--- src/rtl/br_flow_join_buffered.sv ---
// Buffered flow join: each push flow feeds its own Depth-entry FIFO; one pop drains every FIFO head at once.
// Optional macro BR_FLOW_JOIN_SKEW_STALL_CNT_EN adds a saturating skew_stall_count output.
module br_flow_join_buffered #(
    parameter int NumFlows = 2,
    parameter int Width = 8,
    parameter int Depth = 2,
    parameter bit EnableAssertPushValidStability = 1,
    parameter bit EnableAssertFinalNotValid = 1,
    localparam int CW = $clog2(Depth + 1),
    localparam int PW = (Depth > 1) ? $clog2(Depth) : 1
) (
    input  logic                      clk,
    input  logic                      rst_n,
    output logic [NumFlows-1:0]       push_ready,
    input  logic [NumFlows-1:0]       push_valid,
    input  logic [NumFlows*Width-1:0] push_data,
    input  logic                      pop_ready,
    output logic                      pop_valid,
    output logic [NumFlows*Width-1:0] pop_data,
    output logic [NumFlows*CW-1:0]    occupancy
`ifdef BR_FLOW_JOIN_SKEW_STALL_CNT_EN
    ,
    output logic [31:0]               skew_stall_count
`endif
);

    logic                live;
    logic                pop;
    logic [NumFlows-1:0] nonempty;
    logic [NumFlows-1:0] push;

    function automatic logic [PW-1:0] ptr_next(input logic [PW-1:0] p);
        if (p == PW'(Depth - 1)) return '0;
        return p + PW'(1);
    endfunction

    // Holds push_ready low while in reset and for the first edge after release.
    always_ff @(posedge clk or negedge rst_n) begin
        if (!rst_n) live <= 1'b0;
        else        live <= 1'b1;
    end

    assign pop_valid = &nonempty;
    assign pop       = pop_valid & pop_ready;

    for (genvar i = 0; i < NumFlows; i++) begin : g_flow
        logic [CW-1:0]          count;
        logic [PW-1:0]          wr_ptr;
        logic [PW-1:0]          rd_ptr;
        logic [Depth*Width-1:0] mem;

        assign nonempty[i]                = (count != '0);
        assign push_ready[i]              = live && (count < CW'(Depth));
        assign push[i]                    = push_valid[i] & push_ready[i];
        assign occupancy[i*CW +: CW]      = count;
        assign pop_data[i*Width +: Width] = mem[int'(rd_ptr)*Width +: Width];

        always_ff @(posedge clk or negedge rst_n) begin
            if (!rst_n) begin
                count  <= '0;
                wr_ptr <= '0;
                rd_ptr <= '0;
            end else begin
                if (push[i]) wr_ptr <= ptr_next(wr_ptr);
                if (pop)     rd_ptr <= ptr_next(rd_ptr);
                if (push[i] && !pop)      count <= count + CW'(1);
                else if (!push[i] && pop) count <= count - CW'(1);
            end
        end

        always_ff @(posedge clk) begin
            if (push[i]) mem[int'(wr_ptr)*Width +: Width] <= push_data[i*Width +: Width];
        end

`ifndef SYNTHESIS
        a_no_push_full: assert property (@(posedge clk) disable iff (!rst_n)
            !(push[i] && count == CW'(Depth)));
        a_no_pop_empty: assert property (@(posedge clk) disable iff (!rst_n)
            !(pop && count == '0));
        a_occ_range: assert property (@(posedge clk) disable iff (!rst_n)
            count <= CW'(Depth));
        if (EnableAssertPushValidStability) begin : g_push_stable
            a_push_stable: assert property (@(posedge clk) disable iff (!rst_n)
                push_valid[i] && !push_ready[i] |=>
                    push_valid[i] && $stable(push_data[i*Width +: Width]));
        end
`endif
    end

`ifdef BR_FLOW_JOIN_SKEW_STALL_CNT_EN
    // Counts cycles where some flow has data but the join waits on a lagging flow.
    always_ff @(posedge clk or negedge rst_n) begin
        if (!rst_n) begin
            skew_stall_count <= '0;
        end else if (!pop_valid && (|nonempty) && (skew_stall_count != '1)) begin
            skew_stall_count <= skew_stall_count + 32'd1;
        end
    end
`endif

`ifndef SYNTHESIS
    a_params: assert property (@(posedge clk)
        (NumFlows >= 2) && (Width >= 1) && (Depth >= 1));
    a_pop_stable: assert property (@(posedge clk) disable iff (!rst_n)
        pop_valid && !pop_ready |=> pop_valid && $stable(pop_data));
    if (EnableAssertFinalNotValid) begin : g_final
        final begin
            a_final_idle: assert (!(|push_valid) && !pop_valid);
        end
    end
`endif

endmodule

--- config.mk ---
export PLATFORM = sky130hd
export DESIGN_NAME = br_flow_join_buffered
export DESIGN_NICKNAME = d
export VERILOG_FILES = /design/src/rtl/br_flow_join_buffered.sv
export SDC_FILE = /design/constraint.sdc
export NUM_CORES = 1
export LEC_CHECK = 0
export CAP_MARGIN = 20
export CORE_MARGIN = 3
export CORE_UTILIZATION = 48
export CTS_CLUSTER_SIZE = 12
export DETAILED_ROUTE_END_ITERATION = 10
export PLACE_DENSITY_LB_ADDON = 0.2
export SYNTH_ARGS = -nofsm -noshare
export SYNTH_HDL_FRONTEND = slang
export SYNTH_SLANG_ARGS = --single-unit
--- constraint.sdc ---
create_clock -name clk -period 2 [get_ports clk]
set_input_delay 0.2 -clock clk [delete_from_list [all_inputs] [get_ports clk]]
set_output_delay 0.2 -clock clk [all_outputs]
set_load 0.02 [all_outputs]
Figure 1. Close-up of the layout (run 1).
Window x 14 to 54, y 27 to 67 um. Cells in grey, sequential cells in the stronger grey; small squares are vias.
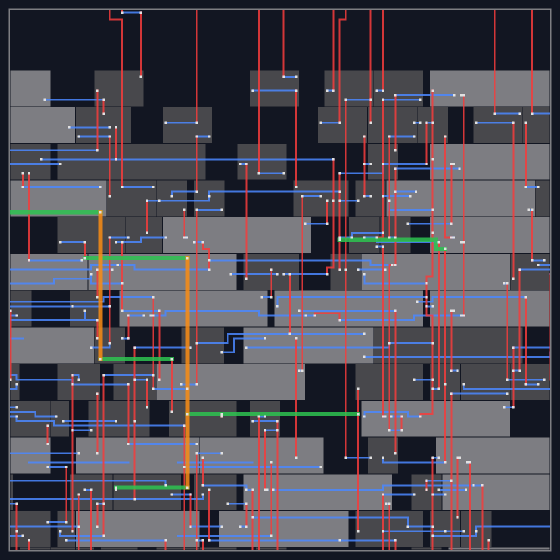
legend:
  metal 2:
    colour: red
  metal 4:
    colour: orange
  metal 1:
    colour: blue
  metal 3:
    colour: green
most frequent: edfxtp_1 (17), clkdlybuf4s50_1 (12), and2_1 (9)
netlist names of flops here include: g_flow.mem (17), g_flow.count (2), g_flow.rd_ptr (2)
cells with their middle in the window: 77
sequential cells in the window: 23

Figure 2. The metal 2 layer (run 1).
(4 px per um) Cells faint in the background.
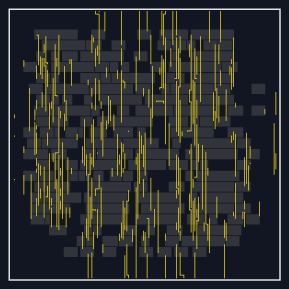
main direction: vertical
longest straight run: 26.5 um
share of all routed wire: 52%
nets with wire on the layer: 179
wire length on this layer: 1490 um
total vias in the final route: 1041
GR Util met2: 24.91%
final wirelength: 2878 um

Figure 3. Selected gate families (run 1).
(8 px per um)
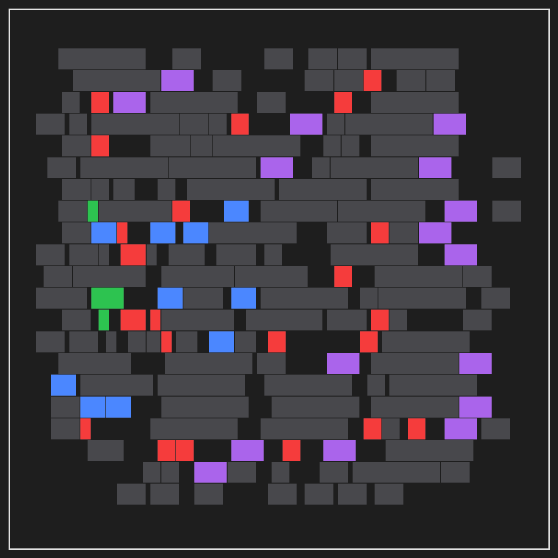
legend:
  NAND gates:
    colour: green
    cells: 3
    most_used: nand2_1
  XOR/XNOR gates:
    colour: blue
    cells: 10
    most_used: xnor2_1
  NOR gates:
    colour: red
    cells: 22
    most_used: nor2b_1
  multiplexers:
    colour: purple
    cells: 16
    most_used: mux2_1
number of standard cells in the layout, taps in and fillers out: 217
most common cell after layout, fill and taps aside: clkdlybuf4s50_1
logic share of the area: 23.83%

Figure 4. Register map, names as in the netlist (run 1).
(8 px per um) Other sequential cells in the stronger grey, the rest of the logic in the fainter grey.
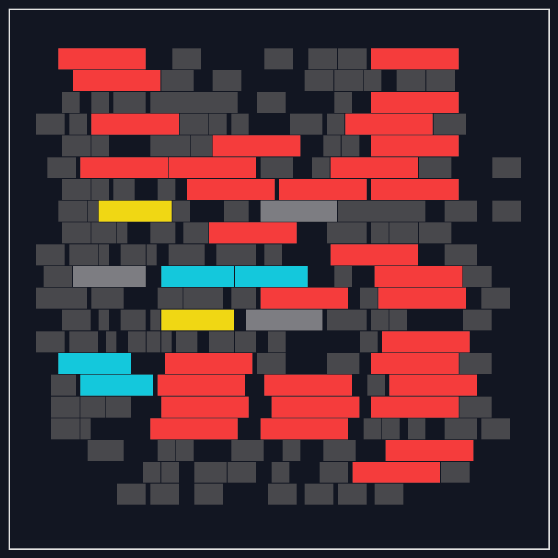
legend:
  g_flow.wr_ptr:
    colour: yellow
    sequential_cells: 2
  g_flow.count:
    colour: cyan
    sequential_cells: 4
  g_flow.mem:
    colour: red
    sequential_cells: 32
fraction of area in registers: 48.99%
sequential cell area in the final layout: 1189 um2
sequential group power: 1.36 mW
post-layout utilization of the core: 69.95%

==> out/metrics.sh, run 1 <==
DETAIL_ROUTE.FIRST_PASS.ITERATIONS=4
MET3_WIRELENGTH_UM=142
DRIVE_ABOVE_1_SHARE_PCT=10.53
POST_SYNTH_INSTANCE_AREA_UM2=1804
GRT_ANTENNA_BEFORE_REPAIR=0
POST-CTS-SETUP-BUFFERS=0
STATUS='complete, no violations'
SYNTH-SEQ-AREA-SHARE_PCT=65.74
CP_DATA_REQUIRED_TIME_NS=1.80
HOLD-WORST-SLACK_NS=0.2118
CP-START-KIND='register'
SYNTH-MAIN-FF-CELL='edfxtp_1'
ROWS=21
CTS-RESIZED-GATES=2
CTS_NUM_SINKS=41
CORE_UM2=3468
PLACE_AREA_UM2=2290
DRT-VIAS-PER-INSTANCE=4.797
AOI_SHARE_PCT=0.9709
SYNTHDISTINCTLIBCELLS=18
GRT_UTIL_MET3_PCT=3.161
SYNTHESIS.NETS=143
ENABLE_FLOP_CELLS=32
YOSYS-DOMINANT-COMB-FAMILY='simple AND/OR/NAND/NOR gates'
STARTPOINT='g_flow[1].rd_ptr$_DFFE_PN0P_'
DIODES=0
GRT-OVFL-TOTAL=0
SYNTHTOLAYOUTAREAGROWTH_PCT=34.47
POWER_LEAKAGE_nW=0.9105
HOLD_BUFFERS=0
DRT-MET1-WL_UM=1214
SETUP_VIOLATIONS=0
CHIPHEIGHT_UM=67.31
TYPE_OF_ELEMENT_CAPTURING_THE_CRITICAL_PATH='output port'
CLOCK_INSERTION_DELAY_WORST_SKEW_NS=0.28
SYNTH_WARNINGS=0
YOSYS_REGISTER_BITS=41
CRITICAL_PATH_ARRIVAL_NS=1.68
DP_WORST_SETUP_SLACK_NS=0.2983
NETLIST.TOP_CELL.BY_INSTANCES='edfxtp_1'
DP.FINAL_HPWL_UM=2175
YOSYS-STAT-AREA_UM2=1804
IOS=44
PATH_CLASS='reg2out'
DETAILROUTE.WIRELENGTH.MET2_UM=1493
YOSYS_CELL_COUNT=120
POST_SYNTH_INST_COUNT=120
SLEW_VIOL_FINAL=0
ROUTED_WIRE_LENGTH_PER_INSTANCE_UM=13.26
SYNTH-ASYNC-RESET-RATIO_PCT=21.95
POWER_DENSITY_nW_PER_UM2=1402
LAY_TOP_CELLS='clkdlybuf4s50_1, edfxtp_1, and2_1, nor2b_1, mux2_1'
NUMPORTBUFFERS=43
FIN_TNS_SETUP_NS=0
TIMING.CRITICAL_PATH.TO='pop_data[13]'
R2R_END='g_flow[0].count[1]$_DFFE_PN0P_'
CTS_MADE_BUFFERS=5
GRT_SETUP_UNREPAIRED='no'
GRT_FIRST_PASS_WIRELENGTH_UM=4767
MIN_PATH_TYPE='in2async'
RR_STARTPOINT='g_flow[1].count[1]$_DFFE_PN0P_'
CLK_PIN_SLEW_WORST_PATHS_NS=0.08
GRT.BUSIEST_LAYER='met2'
TOP_AREA_SHARE_PCT=53.26
SYNTH_XOR_XNOR_AREA_SHARE_PCT=4.854
FINALHOLDVIOLCOUNT=0
POST-ROUTE-WORST-SETUP-SLACK_NS=0.1190
LOGIC_AREA_UM2=578.1
MAXCLOCKFREQUENCY_MHz=531.6
LEADING_CELL_TYPES_BY_COUNT_AFTER_SYNTHESIS='edfxtp_1, and2_1, mux2_1, nor2b_1, dfrtp_1'
H-TREE-DEPTH=2
GRTUSAGEMET1_PCT=17.68
NNETSFINAL=193
POWER_mW=3.401
PLACE.DETAILED.INSTANCES=209
DIEAREA_UM2=4531
PEAKVDDDROP_uV=913.2
LOG.WARNING_COUNT=26
FIRST_GLOBAL_VIAS=1102
TRITONCTS_CLOCK_TREE='done'
YS_SH_MUX_PCT=9.986
TOPROUTINGLAYERUSED='met4'
YS_SH_ADDER_PCT=1.387
SYNTH.CELLMIX.SIMPLESHARE_PCT=14.63
FINAL_PERIOD_MINUS_WORST_SETUP_SLACK_NS=1.881
## run 1: cell type report
class | count | share of cell area [%]
clock inverters | 3 | 2.682
inverters | 2 | 0.3094
flip-flops and latches | 41 | 48.99
well taps | 46 | 2.372
clock buffers | 5 | 2.837
repair buffers | 47 | 18.98
multi-input cells | 73 | 23.83
## run 1: flip-flops by register name, summed over array words and instances, names as in the netlist
name / cells
live: 1
g_flow.mem: 32
g_flow.count: 4
g_flow.wr_ptr: 2
g_flow.rd_ptr: 2
## run 1: worst max-delay path, stage by stage, from the launching register on
cell,delay (ns)
dfrtp_2,0.50
mux2_1,0.36
clkdlybuf4s50_1,0.54
## run 1: where the power goes
group          switching [mW]  leakage [nW]  internal, mW
combinational           0.594         0.443         0.689
clock                   0.265        0.0681         0.496
sequential              0.206         0.400          1.15
==> run 2: changes to the inputs <==
- CAP_MARGIN: 20 -> 10
- CORE_UTILIZATION: 48 -> 52
- clock period: 2 -> 2.2 ns (I/O delays scaled with it)
Figure 5. Register map, names as in the netlist (run 2).
(8 px per um) Other sequential cells in the stronger grey, the rest of the logic in the fainter grey.
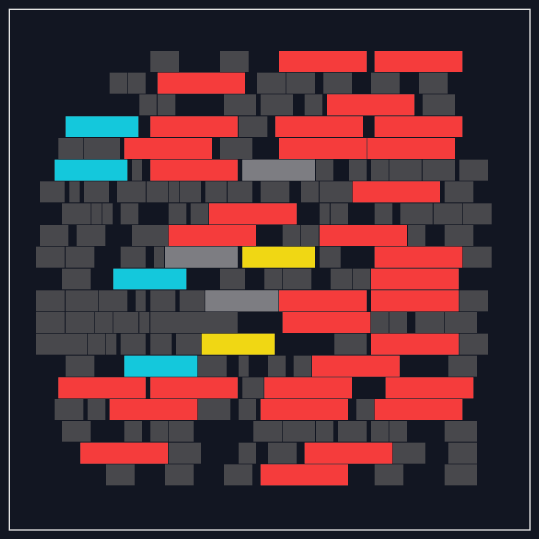
legend:
  g_flow.count:
    colour: cyan
    sequential_cells: 4
  g_flow.mem:
    colour: red
    sequential_cells: 32
  g_flow.wr_ptr:
    colour: yellow
    sequential_cells: 2
not coloured: 3

==> run 2 against run 1 <==
  * Sequential cell count stayed put
  * Non-clock buffer count is 2 lower
  * Largest cell class unchanged
  * Cell count is 1.8% lower
  * Core utilization is 3.9 points higher
  * Combinational power is about 10% lower
  * Routed wire length is 8.2% higher
==> out/metrics.sh, run 2 <==
CTS_MADE_BUFFERS=5
POST_SYNTH_INST_COUNT=120
BUFAREASHARENONCLOCK_PCT=18.98
LOGIC_AREA_UM2=578.1
FINAL.CLKBUF_COUNT=6
DP.FINAL_HPWL_UM=2319
WORST-PATH-STAGES=2
R2R_END='g_flow[1].count[1]$_DFFE_PN0P_'
YOSYS_CELL_COUNT=120
CLOCKNETWORKAREASHARE_PCT=3.198
STATUS='complete, no violations'
LAY_TOP_COUNT='clkdlybuf4s50_1'
CRITICAL_PATH.TOP_DELAY_FAMILY='flip-flops'
CLK_PIN_SLEW_WORST_PATHS_NS=0.11
RR_STARTPOINT='g_flow[1].count[1]$_DFFE_PN0P_'
N_SEQUENTIAL_CELL=41
CRIT_BUF_INV=1
GRT_FIRST_PASS_WIRELENGTH_UM=5092
POST-ROUTE-WORST-SETUP-SLACK_NS=0.1268
SH_SEQ_AREA_PCT=50.53
MET3_WIRELENGTH_UM=158
TOP_AREA_CELL_CLASS='flip-flops and latches'
LOGIC_GATE_COUNT=73
CRITICAL_PATH.CELL_CHAIN='mux2_1 -> clkdlybuf4s50_1'
FINALHOLDVIOLCOUNT=0
NONCLOCKBUFFERCOUNT=45
DETAIL_ROUTE.FIRST_PASS.ITERATIONS=3
YOSYS_REGISTER_BITS=41
GRT_SETUP_UNREPAIRED='no'
CORE_UM2=3178
CHIPHEIGHT_UM=64.91
YS_SH_ADDER_PCT=1.387
CRITICAL-PATH-SLOWEST-CELL='dfrtp_1'
YS_SH_MUX_PCT=9.986
TOP_AREA_SHARE_PCT=53.26
SLEW_VIOL_FINAL=0
CP_DATA_REQUIRED_TIME_NS=1.98
SYNTH_WARNINGS=0
DRIVE_ABOVE_1_SHARE_PCT=7.101
SETUP_VIOLATIONS=0
DIODES=0
FINAL-SEQ-AREA_UM2=1186
HOLD_BUFFERS=0
## run 2: stage by stage
| step | cell area (um2) | total power, mW | cells | utilization (%) | hold WS, ns |
|---|---|---|---|---|---|
| finish | 2347 | 2.831 | 213 | 73.86 | 0.1752 |
| global route | 2347 | 2.996 | 213 | 73.86 | 0.1788 |
| CTS | 2347 | 2.861 | 213 | 73.86 | 0.1799 |
| detailed placement | 2272 | 2.399 | 205 | 71.50 | 0.5485 |
| global placement | 2272 | 2.353 | 205 | 71.50 | 0.5355 |
| floorplan | 1804 | 1.951 | 120 | - | -0.07559 |
## run 2: report_power, final
group | leakage [nW] | switching [mW] | total (mW) | internal (mW)
Combinational | 0.433 | 0.499 | 1.10 | 0.604
Sequential | 0.402 | 0.233 | 1.27 | 1.04
Clock | 0.0399 | 0.218 | 0.455 | 0.237
Power and IR drop assume default switching activity.
